`src/rtl/zx_intrst_pkg.sv`:
```
// Shared register map and CTRL bit positions for the ZX interrupt/reset controller.
package zx_intrst_pkg;

   localparam logic [2:0] A_RAW      = 3'd0;
   localparam logic [2:0] A_PEND     = 3'd1;
   localparam logic [2:0] A_ENA      = 3'd2;
   localparam logic [2:0] A_MODE     = 3'd3;
   localparam logic [2:0] A_CTRL     = 3'd4;
   localparam logic [2:0] A_RSTLVL   = 3'd5;
   localparam logic [2:0] A_RSTPULSE = 3'd6;

   localparam int B_EINTENA = 6;
   localparam int B_INT     = 7;

endpackage

```
`src/rtl/zx_rst_pulse.sv`:
```
// One peripheral reset output: stored release level plus a timed auto-release pulse.
module zx_rst_pulse
   import zx_intrst_pkg::*;
#(
   parameter int RST_CYCLES = 1024,
   parameter int CW         = 11
) (
   input  logic i_fclk,
   input  logic i_rst,
   input  logic i_lvl_we,
   input  logic i_lvl_d,
   input  logic i_start,
   output logic o_lvl,
   output logic o_busy,
   output logic o_rst_n
);

   logic [CW-1:0] r_cnt;
   logic          r_lvl;
   logic          r_busy;
   logic          r_rst_n;

   always_ff @(posedge i_fclk) begin
      if (i_rst) begin
         r_cnt   <= '0;
         r_lvl   <= 1'b0;
         r_busy  <= 1'b0;
         r_rst_n <= 1'b0;
      end else begin
         if (i_lvl_we) r_lvl <= i_lvl_d;
         // A restart while busy simply reloads the count.
         if (i_start) begin
            r_cnt  <= CW'(RST_CYCLES);
            r_busy <= 1'b1;
         end else if (r_busy) begin
            r_cnt <= r_cnt - CW'(1);
            if (r_cnt == CW'(1)) r_busy <= 1'b0;
         end
         r_rst_n <= r_lvl & ~r_busy;
      end
   end

   assign o_lvl   = r_lvl;
   assign o_busy  = r_busy;
   assign o_rst_n = r_rst_n;

endmodule

```
`src/rtl/zx_intrst_ctl.sv`:
```
// Interrupt and reset controller: NCH latched interrupt channels, NRST reset outputs,
// byte register bus towards the Z80 port decoder.
module zx_intrst_ctl
   import zx_intrst_pkg::*;
#(
   parameter int         NCH        = 2,
   parameter int         NRST       = 2,
   parameter logic [7:0] POL        = 8'h01,
   parameter int         RST_CYCLES = 1024,
   parameter int         CW         = 11
) (
   input  logic            fclk,
   input  logic            rst,
   input  logic [2:0]      reg_addr,
   input  logic            reg_wr,
   input  logic            reg_rd,
   input  logic [7:0]      reg_wdata,
   output logic [7:0]      reg_rdata,
   input  logic [NCH-1:0]  irq_in,
   output logic [NRST-1:0] dev_rst_n,
   output logic            int_int,
   output logic            zint_n
);

   logic [NCH-1:0]  r_sync1;
   logic [NCH-1:0]  r_sync2;
   logic [NCH-1:0]  r_act_d;
   logic [NCH-1:0]  r_pend;
   logic [NCH-1:0]  r_ena;
   logic [NCH-1:0]  r_mode;
   logic            r_eintena;
   logic            r_int;
   logic            r_zint_n;

   logic [NCH-1:0]  w_act;
   logic [NCH-1:0]  w_set;
   logic [NCH-1:0]  w_clr;
   logic            w_wr_lvl;
   logic            w_wr_pulse;
   logic [NRST-1:0] w_lvl;
   logic [NRST-1:0] w_busy;
   logic [NRST-1:0] w_rst_n;
   logic            w_unused;

   // act is 1 when a line is at its asserted level, whatever its polarity.
   assign w_act = r_sync2 ^ ~POL[NCH-1:0];
   assign w_set = (r_mode & w_act & ~r_act_d) | (~r_mode & w_act);
   assign w_clr = (reg_wr && reg_addr == A_PEND) ? reg_wdata[NCH-1:0] : '0;

   assign w_wr_lvl   = reg_wr && (reg_addr == A_RSTLVL);
   assign w_wr_pulse = reg_wr && (reg_addr == A_RSTPULSE);

   always_ff @(posedge fclk) begin
      if (rst) begin
         r_sync1   <= '0;
         r_sync2   <= '0;
         r_act_d   <= '0;
         r_pend    <= '0;
         r_ena     <= '0;
         r_mode    <= '0;
         r_eintena <= 1'b0;
         r_int     <= 1'b0;
         r_zint_n  <= 1'b1;
      end else begin
         r_sync1 <= irq_in;
         r_sync2 <= r_sync1;
         r_act_d <= w_act;
         // Set dominates clear, so level sources stay pending while asserted.
         r_pend  <= (r_pend & ~w_clr) | w_set;
         if (reg_wr && reg_addr == A_ENA)  r_ena     <= reg_wdata[NCH-1:0];
         if (reg_wr && reg_addr == A_MODE) r_mode    <= reg_wdata[NCH-1:0];
         if (reg_wr && reg_addr == A_CTRL) r_eintena <= reg_wdata[B_EINTENA];
         r_int    <= |(r_pend & r_ena);
         r_zint_n <= ~(r_int & r_eintena);
      end
   end

   for (genvar g = 0; g < NRST; g++) begin : g_rst
      zx_rst_pulse #(
         .RST_CYCLES(RST_CYCLES),
         .CW        (CW)
      ) u_pulse (
         .i_fclk  (fclk),
         .i_rst   (rst),
         .i_lvl_we(w_wr_lvl),
         .i_lvl_d (reg_wdata[g]),
         .i_start (w_wr_pulse & reg_wdata[g]),
         .o_lvl   (w_lvl[g]),
         .o_busy  (w_busy[g]),
         .o_rst_n (w_rst_n[g])
      );
   end

   always_comb begin
      reg_rdata = '0;
      case (reg_addr)
         A_RAW:      reg_rdata[NCH-1:0]  = w_act;
         A_PEND:     reg_rdata[NCH-1:0]  = r_pend;
         A_ENA:      reg_rdata[NCH-1:0]  = r_ena;
         A_MODE:     reg_rdata[NCH-1:0]  = r_mode;
         A_CTRL: begin
            reg_rdata[B_EINTENA] = r_eintena;
            reg_rdata[B_INT]     = r_int;
         end
         A_RSTLVL:   reg_rdata[NRST-1:0] = w_lvl;
         A_RSTPULSE: reg_rdata[NRST-1:0] = w_busy;
         default:    reg_rdata = '0;
      endcase
   end

   // Reads have no side effects, so the read strobe is not needed.
   assign w_unused = ^{reg_rd, reg_wdata};

   assign int_int   = r_int;
   assign zint_n    = r_zint_n;
   assign dev_rst_n = w_rst_n;

endmodule
```
`config.mk`:
```
export PLATFORM = sky130hd
export DESIGN_NAME = zx_intrst_ctl
export DESIGN_NICKNAME = d
export VERILOG_FILES = /design/src/rtl/zx_intrst_pkg.sv /design/src/rtl/zx_rst_pulse.sv /design/src/rtl/zx_intrst_ctl.sv
export SDC_FILE = /design/constraint.sdc
export NUM_CORES = 1
export LEC_CHECK = 0
export ABC_AREA = 0
export CORE_MARGIN = 2
export CORE_UTILIZATION = 30
export CTS_CLUSTER_SIZE = 25
export DETAILED_ROUTE_END_ITERATION = 8
export GPL_TIMING_DRIVEN = 0
export SLEW_MARGIN = 20
export SYNTH_ARGS = -nofsm -noshare
export SYNTH_HDL_FRONTEND = slang
export SYNTH_SLANG_ARGS = --single-unit
```
`constraint.sdc`:
```
create_clock -name fclk -period 3 [get_ports fclk]
set_input_delay 0.6 -clock fclk [delete_from_list [all_inputs] [get_ports fclk]]
set_output_delay 0.6 -clock fclk [all_outputs]
set_load 0.01 [all_outputs]
```
run_1/sizes.png
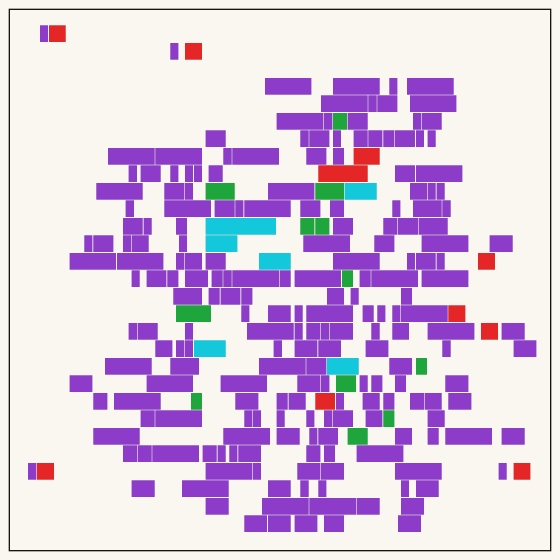
cyan -> _6 and larger  # cells 6, share 2.6%, most used clkbuf_8
purple -> _0 and _1 cells  # cells 207, share 88%, most used dfxtp_1
red -> _3 and _4 cells  # cells 10, share 4.3%, most used buf_4
green -> _2 cells  # cells 12, share 5.1%

run_1/io_fan.png
Scale bar: 20 µm.
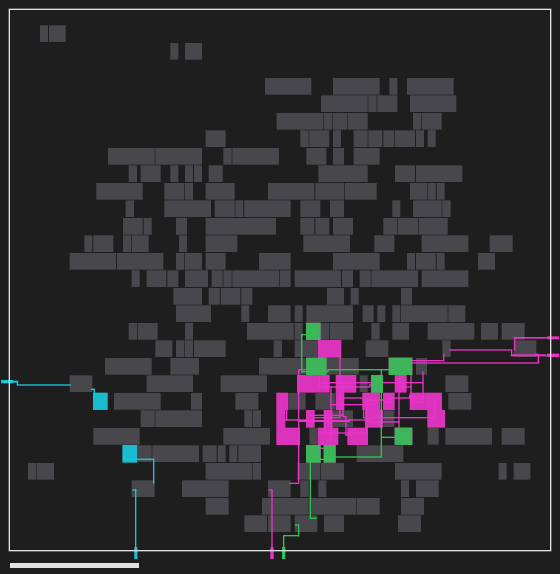
green -> reg_wr  # bits 1, direction input, end cells 7, buffers 1, wire 70.8 µm
magenta -> reg_addr  # bits 3, direction input, end cells 26, buffers 5, wire 268 µm
cyan -> irq_in  # bits 2, direction input, end cells 2, buffers 2, wire 29.4 µm

==> CHANGELOG.md, run 1 <==
## Flow update

* Clk cell area share at 0.0487
* Worst Reg-to-Reg Cells at 4
* Worst r2r src: g_rst[1].u_pulse.r_cnt[2]
* Crit path required time at 2.40 ns
* Power Sequential at 602 µW
* Vias at 1460
* DRT met1 WL at 1750 µm
* Placed insts at 304
* First-pass DRT Iterations at 4
* And+or+nand+nor area frac at 0.277
* Synth top cells by count: dfxtp_1 (43), nor2_1 (34), nand2_1 (16)
* Share of cells above drive strength 1 at 0.119
* Hold path start: r_eintena
* Post-CTS sizing at 3
* Buffering overhead at 0.107
* Met2 usage at 0.164
* Synthesized registers at ~43
* Final worst slack at ~0.11 ns
* Logic share of the area at 0.422
* Routed wl met2 at 1570 µm
* Clock slew at reported path FFs at 0.09 ns
* Hold Path Depth at 1
* Pre-CTS WS at -0.216 ns
* Total leakage power at between 0.0008 and 0.0009 µW
* Die width at 83.9 µm
* Worst slew margin at 0.672
* Global-route wire length before repair at 6170 µm
* Crit path launch type: input pin
* FP Rows at 29
* Ant diodes at 0
* Clk_lat worst skew at 0.29 ns
* Inserted Clock Buffers at 5
* Status: finished, final reports clean
* CTS H-tree lvls at 2
* Area share, top type at 0.449
* Met1 Use GR at 0.140
* Power Clock at 452 µW
* Tot Pwr at 1160 µW
* Area Growth Syn to Fin at 20.7%
* Area fraction in compound gates at 0.0574
* Yosys Instances at 207
* Setup violations, final at 0
* Non-CTS inverters at 5
* Routed wl met3 at 134 µm
* Critical path class: in2out
* YS chip area at 1920 µm²
* Post-synth EDFFs at 0
* Final cycle utilization of the critical path at 0.963
* Register share after synthesis at 0.449
* GRT met3 Usage at 0.0257
* Tool Warnings at 34
* Clk network pwr share at 0.388
* Synth Warn # at 0
* Worst EP arrival at between 2 and 2.5 ns
* Max FO, Critical Path at 10
run_1/placement.png
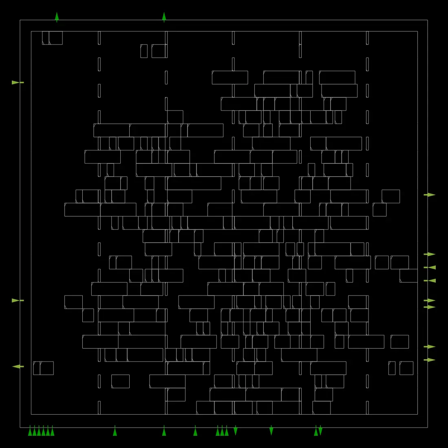
Layout fillers: 638
core box area: 6280 µm²
sequential share of cell area: 0.372
fin util: 0.369

## Run 2: what changed since run 1
Settings changed: CTS_CLUSTER_DIAMETER set to 100.
run_2/placement_by_type.png
Fill, decap, tap and diode cells in grey.
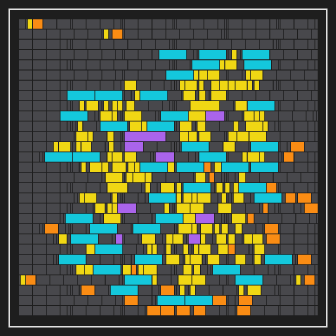
yellow -> combinational and other logic  # cells 154, share of their area 45%
orange -> remaining buffers and delay cells  # cells 30, share of their area 11%
cyan -> sequential cells  # cells 43, share of their area 39%
purple -> clock drivers and dummy loads  # cells 8, share of their area 5.1%

==> CHANGELOG.md, run 2 <==
## Flow update

* First-pass DRT Iterations at 4 (unchanged)
* Synth Warn # at 0 (unchanged)
* GRT met3 Usage at 0.0257 (unchanged)
* Clk network pwr share at 0.388 (about the same)
* Post-synth EDFFs at 0 (unchanged)
* Crit path required time at 2.40 ns (about the same)
* Area Growth Syn to Fin at 20.7% (unchanged)
* Yosys Instances at 207 (unchanged)
* Critical path class: in2out (unchanged)
* Inserted Clock Buffers at 5 (unchanged)
* Routed wl met2 at 1570 µm (unchanged)
* Crit path launch type: input pin (unchanged)
* Max FO, Critical Path at 10 (unchanged)
* Fin util at 0.369 (unchanged)
* DRT met1 WL at 1750 µm (unchanged)
* Non-CTS inverters at 5 (unchanged)
* Die width at 83.9 µm (unchanged)
* Ant diodes at 0 (unchanged)
* Area share, top type at 0.449 (unchanged)
* Met1 Use GR at 0.140 (unchanged)
* Worst Reg-to-Reg Cells at 4 (unchanged)
* Final worst slack at 0.112 ns (unchanged)
* Power Clock at 452 µW (about the same)
* Worst slew margin at 0.672 (unchanged)
* Vias at 1460 (unchanged)
* Area fraction in compound gates at 0.0574 (unchanged)
* Status: finished, final reports clean (unchanged)
* FP Rows at 29 (unchanged)
* Worst EP arrival at 2.29 ns (about the same)
* Met2 usage at 0.164 (unchanged)
* Global-route wire length before repair at 6170 µm (unchanged)
* Share of cells above drive strength 1 at 0.119 (unchanged)
* Routed wl met3 at 134 µm (unchanged)
* Pre-CTS WS at -0.216 ns (unchanged)
* YS chip area at 1920 µm² (unchanged)
* Final cycle utilization of the critical path at 0.963 (unchanged)
* Synthesized registers at 43 (unchanged)
* Clk cell area share at 0.0487 (unchanged)
## Run 3: what changed since run 2
Settings changed: CORE_ASPECT_RATIO set to 1.5, CORE_MARGIN 2 to 10, MAX_ROUTING_LAYER set to met4.
run_3/placement_by_type.png
Fill, decap, tap and diode cells in grey.
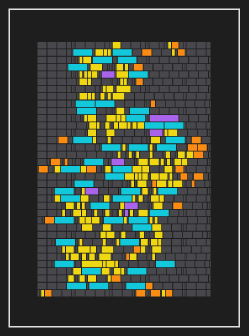
yellow -> combinational and other logic  # cells 154, share of their area 45%
purple -> clock drivers and dummy loads  # cells 7, share of their area 4.6%
cyan -> sequential cells  # cells 43, share of their area 39%
orange -> remaining buffers and delay cells  # cells 30, share of their area 11%

==> CHANGELOG.md, run 3 <==
## Flow update

* Worst EP arrival at 2.24 ns (was 2.29 ns)
* Layout fillers at 624 (was 638)
* Routed wl met3 at 198 µm (was 134 µm)
* Synthesized registers at 43 (unchanged)
* Area share, top type at 0.449 (unchanged)
* Status: finished, final reports clean (unchanged)
* Final cycle utilization of the critical path at 0.948 (was 0.963)
* Power Clock at 432 µW (was 452 µW)
* Worst r2r src: g_rst[1].u_pulse.r_cnt[2] (unchanged)
* CTS H-tree lvls at 2 (unchanged)
* First-pass DRT Iterations at 4 (unchanged)
* Clk_lat worst skew at 0.30 ns (was 0.29 ns)
* Inserted Clock Buffers at 5 (unchanged)
* Critical path class: in2out (unchanged)
* Fin util at 0.373 (was 0.369)
* Routed wl met2 at 1800 µm (was 1570 µm)
* Post-synth EDFFs at 0 (unchanged)
* Register share after synthesis at 0.449 (unchanged)
* Die width at 85.3 µm (was 83.9 µm)
* Area fraction in compound gates at 0.0574 (unchanged)
* Post-CTS sizing at 3 (unchanged)
* Hold Path Depth at 1 (unchanged)
* GRT met3 Usage at 0.0277 (was 0.0257)
* Ant diodes at 0 (unchanged)
* DRT met1 WL at 1730 µm (was 1750 µm)
* And+or+nand+nor area frac at 0.277 (unchanged)
* Core box area at 6170 µm² (was 6280 µm²)
* Clock slew at reported path FFs at 0.07 ns (was 0.09 ns)
* Met2 usage at 0.122 (was 0.164)
* Crit path launch type: input pin (unchanged)
* Area Growth Syn to Fin at 20.1% (was 20.7%)
* Buffering overhead at 0.109 (was 0.107)
* Clk network pwr share at 0.377 (was 0.388)
* Tot Pwr at 1140 µW (was 1160 µW)
* Crit path required time at 2.40 ns (about the same)
* Worst Reg-to-Reg Cells at 4 (unchanged)
* Final worst slack at 0.157 ns (was 0.112 ns)
* Synth Warn # at 0 (unchanged)
* Total leakage power at 0.000867 µW (was 0.000873 µW)
* Power Sequential at 603 µW (was 602 µW)
* Non-CTS inverters at 5 (unchanged)
* Met1 Use GR at 0.0860 (was 0.140)
No activity file was given, so power comes from the tool's default toggle rates.
